$ cat src/rtl/tcam_hit_scanner_if.sv
// rtl/tcam_hit_scanner_if.sv - compare-result input and matched-address stream bundle for tcam_hit_scanner
interface tcam_hit_scanner_if #(
    parameter int Words       = 16,
    parameter int AddressSize = 4,
    parameter int ID_Width    = 4
);
    logic                   Valid_In;
    logic                   Ready_Out;
    logic [Words-1:0]       Hitline_In;
    logic [ID_Width-1:0]    PacketID_In;
    logic                   Valid_Out;
    logic                   Ready_In;
    logic [AddressSize-1:0] Addr_Out;
    logic [ID_Width-1:0]    PacketID_Out;
    logic                   Last_Out;
    logic                   Busy_Out;

    // master is the scanner side, slave is the TCAM/consumer environment
    modport master (
        input  Valid_In, Hitline_In, PacketID_In, Ready_In,
        output Ready_Out, Valid_Out, Addr_Out, PacketID_Out, Last_Out, Busy_Out
    );

    modport slave (
        output Valid_In, Hitline_In, PacketID_In, Ready_In,
        input  Ready_Out, Valid_Out, Addr_Out, PacketID_Out, Last_Out, Busy_Out
    );
endinterface

$ cat src/rtl/tcam_hit_scanner.sv
// rtl/tcam_hit_scanner.sv - serialises TCAM hit lines into ascending address beats; MISS_CNT_EN adds a zero-hit counter
module tcam_hit_scanner #(
    parameter int Words       = 16,
    parameter int AddressSize = 4,
    parameter int ID_Width    = 4
`ifdef MISS_CNT_EN
    ,
    parameter int MISS_CNT_W  = 8
`endif
) (
    input  logic               clk,
    input  logic               rst,
    tcam_hit_scanner_if.master bus
`ifdef MISS_CNT_EN
    ,
    output logic [MISS_CNT_W-1:0] Miss_Count_Out
`endif
);

    typedef enum logic {IDLE, SCAN} state_t;

    localparam logic [Words-1:0] ONE = Words'(1);

    state_t                 state_q, state_n;
    logic [Words-1:0]       pending_q, pending_n;
    logic [AddressSize-1:0] addr_q, addr_n;
    logic [ID_Width-1:0]    pid_q, pid_n;
    logic                   last_q, last_n;

    function automatic logic [AddressSize-1:0] lowest_index(input logic [Words-1:0] v);
        logic [AddressSize-1:0] idx;
        idx = '0;
        for (int i = Words - 1; i >= 0; i--) begin
            if (v[i]) idx = AddressSize'(i);
        end
        return idx;
    endfunction

    // v & (v - 1) drops the lowest set bit, matching the index just emitted
    always_comb begin
        state_n   = state_q;
        pending_n = pending_q;
        addr_n    = addr_q;
        pid_n     = pid_q;
        last_n    = last_q;
        case (state_q)
            IDLE: begin
                if (bus.Valid_In && (bus.Hitline_In != '0)) begin
                    addr_n    = lowest_index(bus.Hitline_In);
                    pid_n     = bus.PacketID_In;
                    pending_n = bus.Hitline_In & (bus.Hitline_In - ONE);
                    last_n    = (pending_n == '0);
                    state_n   = SCAN;
                end
            end
            SCAN: begin
                if (bus.Ready_In) begin
                    if (last_q) begin
                        last_n  = 1'b0;
                        state_n = IDLE;
                    end else begin
                        addr_n    = lowest_index(pending_q);
                        pending_n = pending_q & (pending_q - ONE);
                        last_n    = (pending_n == '0);
                    end
                end
            end
            default: state_n = IDLE;
        endcase
    end

    always_ff @(posedge clk) begin
        if (rst) begin
            state_q   <= IDLE;
            pending_q <= '0;
            addr_q    <= '0;
            pid_q     <= '0;
            last_q    <= 1'b0;
        end else begin
            state_q   <= state_n;
            pending_q <= pending_n;
            addr_q    <= addr_n;
            pid_q     <= pid_n;
            last_q    <= last_n;
        end
    end

    assign bus.Ready_Out    = (state_q == IDLE);
    assign bus.Valid_Out    = (state_q == SCAN);
    assign bus.Busy_Out     = (state_q == SCAN);
    assign bus.Addr_Out     = addr_q;
    assign bus.PacketID_Out = pid_q;
    assign bus.Last_Out     = last_q;

`ifdef MISS_CNT_EN
    logic [MISS_CNT_W-1:0] miss_q, miss_n;

    // saturates rather than wrapping so a flood of misses never reads as few
    always_comb begin
        miss_n = miss_q;
        if ((state_q == IDLE) && bus.Valid_In && (bus.Hitline_In == '0) && (miss_q != '1))
            miss_n = miss_q + MISS_CNT_W'(1);
    end

    always_ff @(posedge clk) begin
        if (rst) miss_q <= '0;
        else     miss_q <= miss_n;
    end

    assign Miss_Count_Out = miss_q;
`endif

endmodule

$ cat src/flat_wrapper.sv
// flat-port wrapper written by rule: the top's interface ports become plain ports
module tcam_hit_scanner_flat 
#(
    parameter int Words       = 16,
    parameter int AddressSize = 4,
    parameter int ID_Width    = 4

)
  (clk, rst, bus_Valid_In, bus_Hitline_In, bus_PacketID_In, bus_Ready_In, bus_Ready_Out, bus_Valid_Out, bus_Addr_Out, bus_PacketID_Out, bus_Last_Out, bus_Busy_Out);
  tcam_hit_scanner_if #(.Words(Words), .AddressSize(AddressSize), .ID_Width(ID_Width)) bus_i ();
  input  logic clk;
  input  logic rst;
  input wire logic [$bits(bus_i.Valid_In)-1:0] bus_Valid_In;
  input wire logic [$bits(bus_i.Hitline_In)-1:0] bus_Hitline_In;
  input wire logic [$bits(bus_i.PacketID_In)-1:0] bus_PacketID_In;
  input wire logic [$bits(bus_i.Ready_In)-1:0] bus_Ready_In;
  output wire logic [$bits(bus_i.Ready_Out)-1:0] bus_Ready_Out;
  output wire logic [$bits(bus_i.Valid_Out)-1:0] bus_Valid_Out;
  output wire logic [$bits(bus_i.Addr_Out)-1:0] bus_Addr_Out;
  output wire logic [$bits(bus_i.PacketID_Out)-1:0] bus_PacketID_Out;
  output wire logic [$bits(bus_i.Last_Out)-1:0] bus_Last_Out;
  output wire logic [$bits(bus_i.Busy_Out)-1:0] bus_Busy_Out;
  assign bus_i.Valid_In = bus_Valid_In;
  assign bus_i.Hitline_In = bus_Hitline_In;
  assign bus_i.PacketID_In = bus_PacketID_In;
  assign bus_i.Ready_In = bus_Ready_In;
  assign bus_Ready_Out = bus_i.Ready_Out;
  assign bus_Valid_Out = bus_i.Valid_Out;
  assign bus_Addr_Out = bus_i.Addr_Out;
  assign bus_PacketID_Out = bus_i.PacketID_Out;
  assign bus_Last_Out = bus_i.Last_Out;
  assign bus_Busy_Out = bus_i.Busy_Out;
  tcam_hit_scanner #(.Words(Words), .AddressSize(AddressSize), .ID_Width(ID_Width)) u_core (.clk(clk), .rst(rst), .bus(bus_i));
endmodule
$ cat config.mk
export PLATFORM = sky130hd
export DESIGN_NAME = tcam_hit_scanner_flat
export DESIGN_NICKNAME = d
export VERILOG_FILES = /design/src/rtl/tcam_hit_scanner_if.sv /design/src/rtl/tcam_hit_scanner.sv /design/src/flat_wrapper.sv
export SDC_FILE = /design/constraint.sdc
export NUM_CORES = 1
export LEC_CHECK = 0
export CORE_MARGIN = 8
export CORE_UTILIZATION = 50
export DETAILED_ROUTE_END_ITERATION = 10
export PLACE_DENSITY = 0.77
export REMOVE_ABC_BUFFERS = 1
export SLEW_MARGIN = 10
export SYNTH_ARGS = -nofsm -noshare
export SYNTH_HDL_FRONTEND = slang
export SYNTH_SLANG_ARGS = --single-unit
$ cat constraint.sdc
create_clock -name clk -period 3.95 [get_ports clk]
set_input_delay 0.9875 -clock clk [delete_from_list [all_inputs] [get_ports clk]]
set_output_delay 0.9875 -clock clk [all_outputs]
set_load 0.05 [all_outputs]
==> ci_impl_report.md <==
### Yosys + OpenROAD results

| Metric | Value |
|---|---|
| FFs w/ async S/R, synth | `0%` |
| Post-Layout Cell Count | `305` |
| Top cell excl fill/tap | `clkdlybuf4s50_1` |
| Antenna cells | `0` |
| Largest register FFs | `15` |
| Clk slew on worst S/H paths | `0.13 ns` |
| # IOs | `36` |
| Fraction of area in registers | `23.3%` |
| Max Cap Viol | `0` |
| Post-DRT Antenna Nets | `0` |
| CTS root buf | `clkbuf_4` |
| Tot Pwr | `0.665 mW` |
| Cell area leaders | `dfxtp_1, a21oi_1, nor2_1` |
| Clk latency late pin | `0.32 ns` |
| Final Cycle Share | `74.4%` |
| Rows | `21` |
| # clock sinks | `25` |
| Global route overflow | `0` |
| Crit path cell chain | `clkdlybuf4s50_1 > nor4_4 > a41oi_4 > a21oi_2 > o21ai_0 > a21oi_1` |
| Clock buf/inv share | `1.22%` |
| Most numerous logic cells after layout | `clkdlybuf4s50_1, nor2_1, dfxtp_1` |
| Internal Power | `0.409 mW` |
| Achievable frequency | `0.340 GHz` |
| R2R Setup Slk | `1.96 ns` |
| Util after Layout | `63.4%` |
| Final Hold Violating Endpoints | `0` |
| Startpoint Class | `input port` |
| Worst path bufs/invs | `1` |
| Status | `completed` |
| First-pass DRT Iterations | `6` |
| Static power due to leakage | `0.690 nW` |
| Antenna violations before repair | `0` |
| Crit. Startpoint | `bus_Hitline_In[2]` |
| First-pass GRT wire length | `8180 um` |
| Psw | `0.255 mW` |
| Syn Std Cell Area | `0.00179 mm2` |
| Synth top cell by count | `nor2_1` |
| Leading area contributor after synthesis | `dfxtp_1` |
| Die area | `0.00574 mm2` |
| Synthesis-to-layout area growth | `20.3%` |
| GRT Overall Usage | `18.3%` |
| Yosys Chip Area | `0.00179 mm2` |
| Post-DR wirelength/cell | `16.4 um` |
| Synth Warn # | `0` |
| Highest metal layer with signal wires | `met4` |
| Cell Type Count | `45` |
| Hold EP | `u_core.bus.Addr_Out[3]` |
| Switching Fraction | `38.4%` |
| Worst slew pin tran | `0.898 ns` |
| CP required | `4.20 ns` |
| Signal buf overhead | `16.6%` |
| Fin area | `0.00215 mm2` |
| Number of logic gates | `186` |
| Worst vdd ir | `0.281 mV` |
| Post-CTS Hold Fix Bufs | `0` |
| Pins over their slew limit | `0` |
| Number of enable flip-flop cells | `0` |
| CTS Buffer Depth | `2` |
| Setup Crit Path Kind | `in2reg` |
| Hold crit path type | `reg2reg` |
| Cells after Synth | `236` |
| RSZ-0062 raised after global routing | `no` |
| Worst Skew | `0.00441 ns` |
| Clock buffers | `4` |
| CORE AREA | `0.00339 mm2` |
| DRC | `0` |
| Minimum clock period after layout | `2.94 ns` |
| Most flop-heavy register | `u_core.pending_q` |
| Leading cell kind | `combinational gates` |
| Post-Route WL | `5010 um` |
| Area share, top type | `28.0%` |
| Post-DP Area | `0.00212 mm2` |
| DP Worst Slack | `0.678 ns` |
| Htree depth | `1` |
| Gr busiest metal | `met2` |
| Flop count | `25` |
| Fp util | `52.7%` |
| PD cells | `309 mW/mm2` |
| CP arrival | `3.18 ns` |
| RePlAce Congestion | `0.949` |
| Buffers added on ports | `35` |
| Top cells by count | `nor2_1, dfxtp_1, a21oi_1` |
| WP depth | `6` |
| FF/Latch Area | `500 um2` |
| Die Width | `75.8 um` |
| Reg-to-Reg Start | `u_core.pending_q[5]` |
-- power groups by stage --
stage / registers (mW) / logic, mW / clock network (mW)
2_1_floorplan: 0.331 / 0.119 / 0
6_report: 0.293 / 0.255 / 0.116
4_1_cts: 0.292 / 0.254 / 0.121
3_3_place_gp: 0.297 / 0.252 / 0
3_5_place_dp: 0.298 / 0.253 / 0
5_1_grt: 0.297 / 0.277 / 0.129
-- logic make-up (layout without fill, tap and decap cells) --
group,count (synthesis),after routing,share of synthesized area (%)
AOI/OAI and AO/OA,92,92,35.6
and+or+nand+nor,88,88,27.0
muxes,4,4,2.24
buffers and inverters,25,48,6.09
adders and majority gates,2,2,1.12
DFF,25,25,28.0
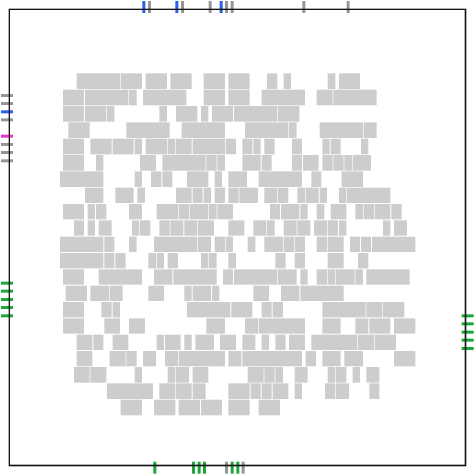
(pin map)
Scale: 6 px per um. Pins as bars across the die edge, other pins in grey.
[magenta] bus_Busy_Out | pins: 1 | direction: output | edge: left
[blue] bus_PacketID_In | pins: 4 | direction: input | edge: 3 top, 1 left
[green] bus_Hitline_In | pins: 16 | direction: input | edge: 6 bottom, 5 left, 5 right
all pins by edge: 13 left, 10 top, 8 bottom, 5 right

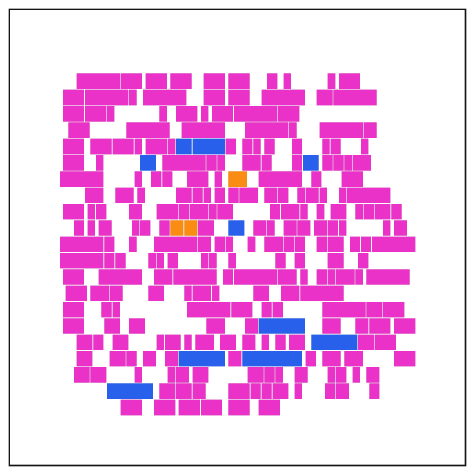
(drive-strength map)
Scale: 6 px per um.
[orange] _2 cells | cells: 3
[magenta] _0 and _1 cells | cells: 246
[blue] _3 and _4 cells | cells: 10

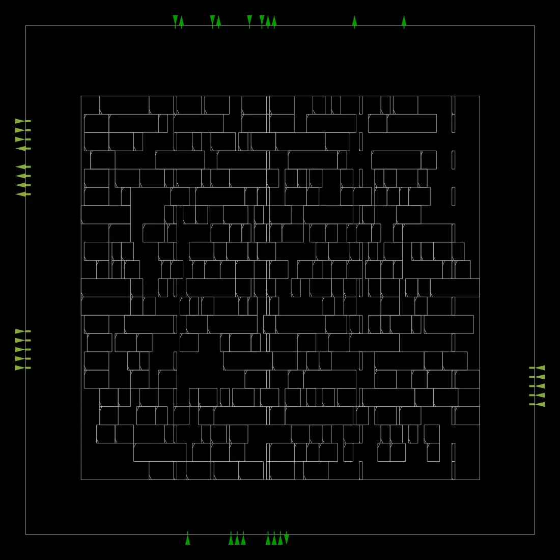
(cell outlines without signal wires)
n_taps: 46
Fillers: 309

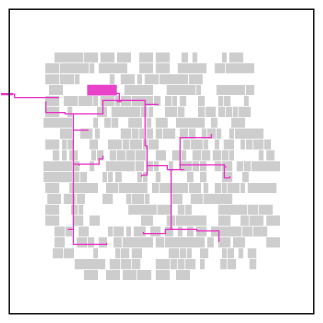
(I/O nets highlighted)
Scale: 4 px per um.
[magenta] bus_Busy_Out | direction: output | end cells: 1 | buffers: 2 | wire: 210 um

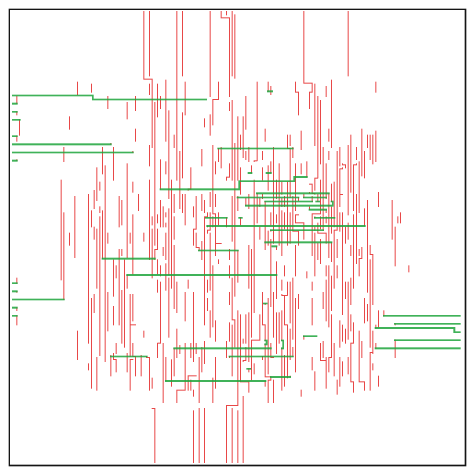
(signal wires by layer)
Scale: 6 px per um. Only two layers are drawn.
[green] metal 3 | wire length: 391 um
[red] metal 2 | wire length: 2160 um

No activity file was given, so power comes from the tool's default toggle rates.
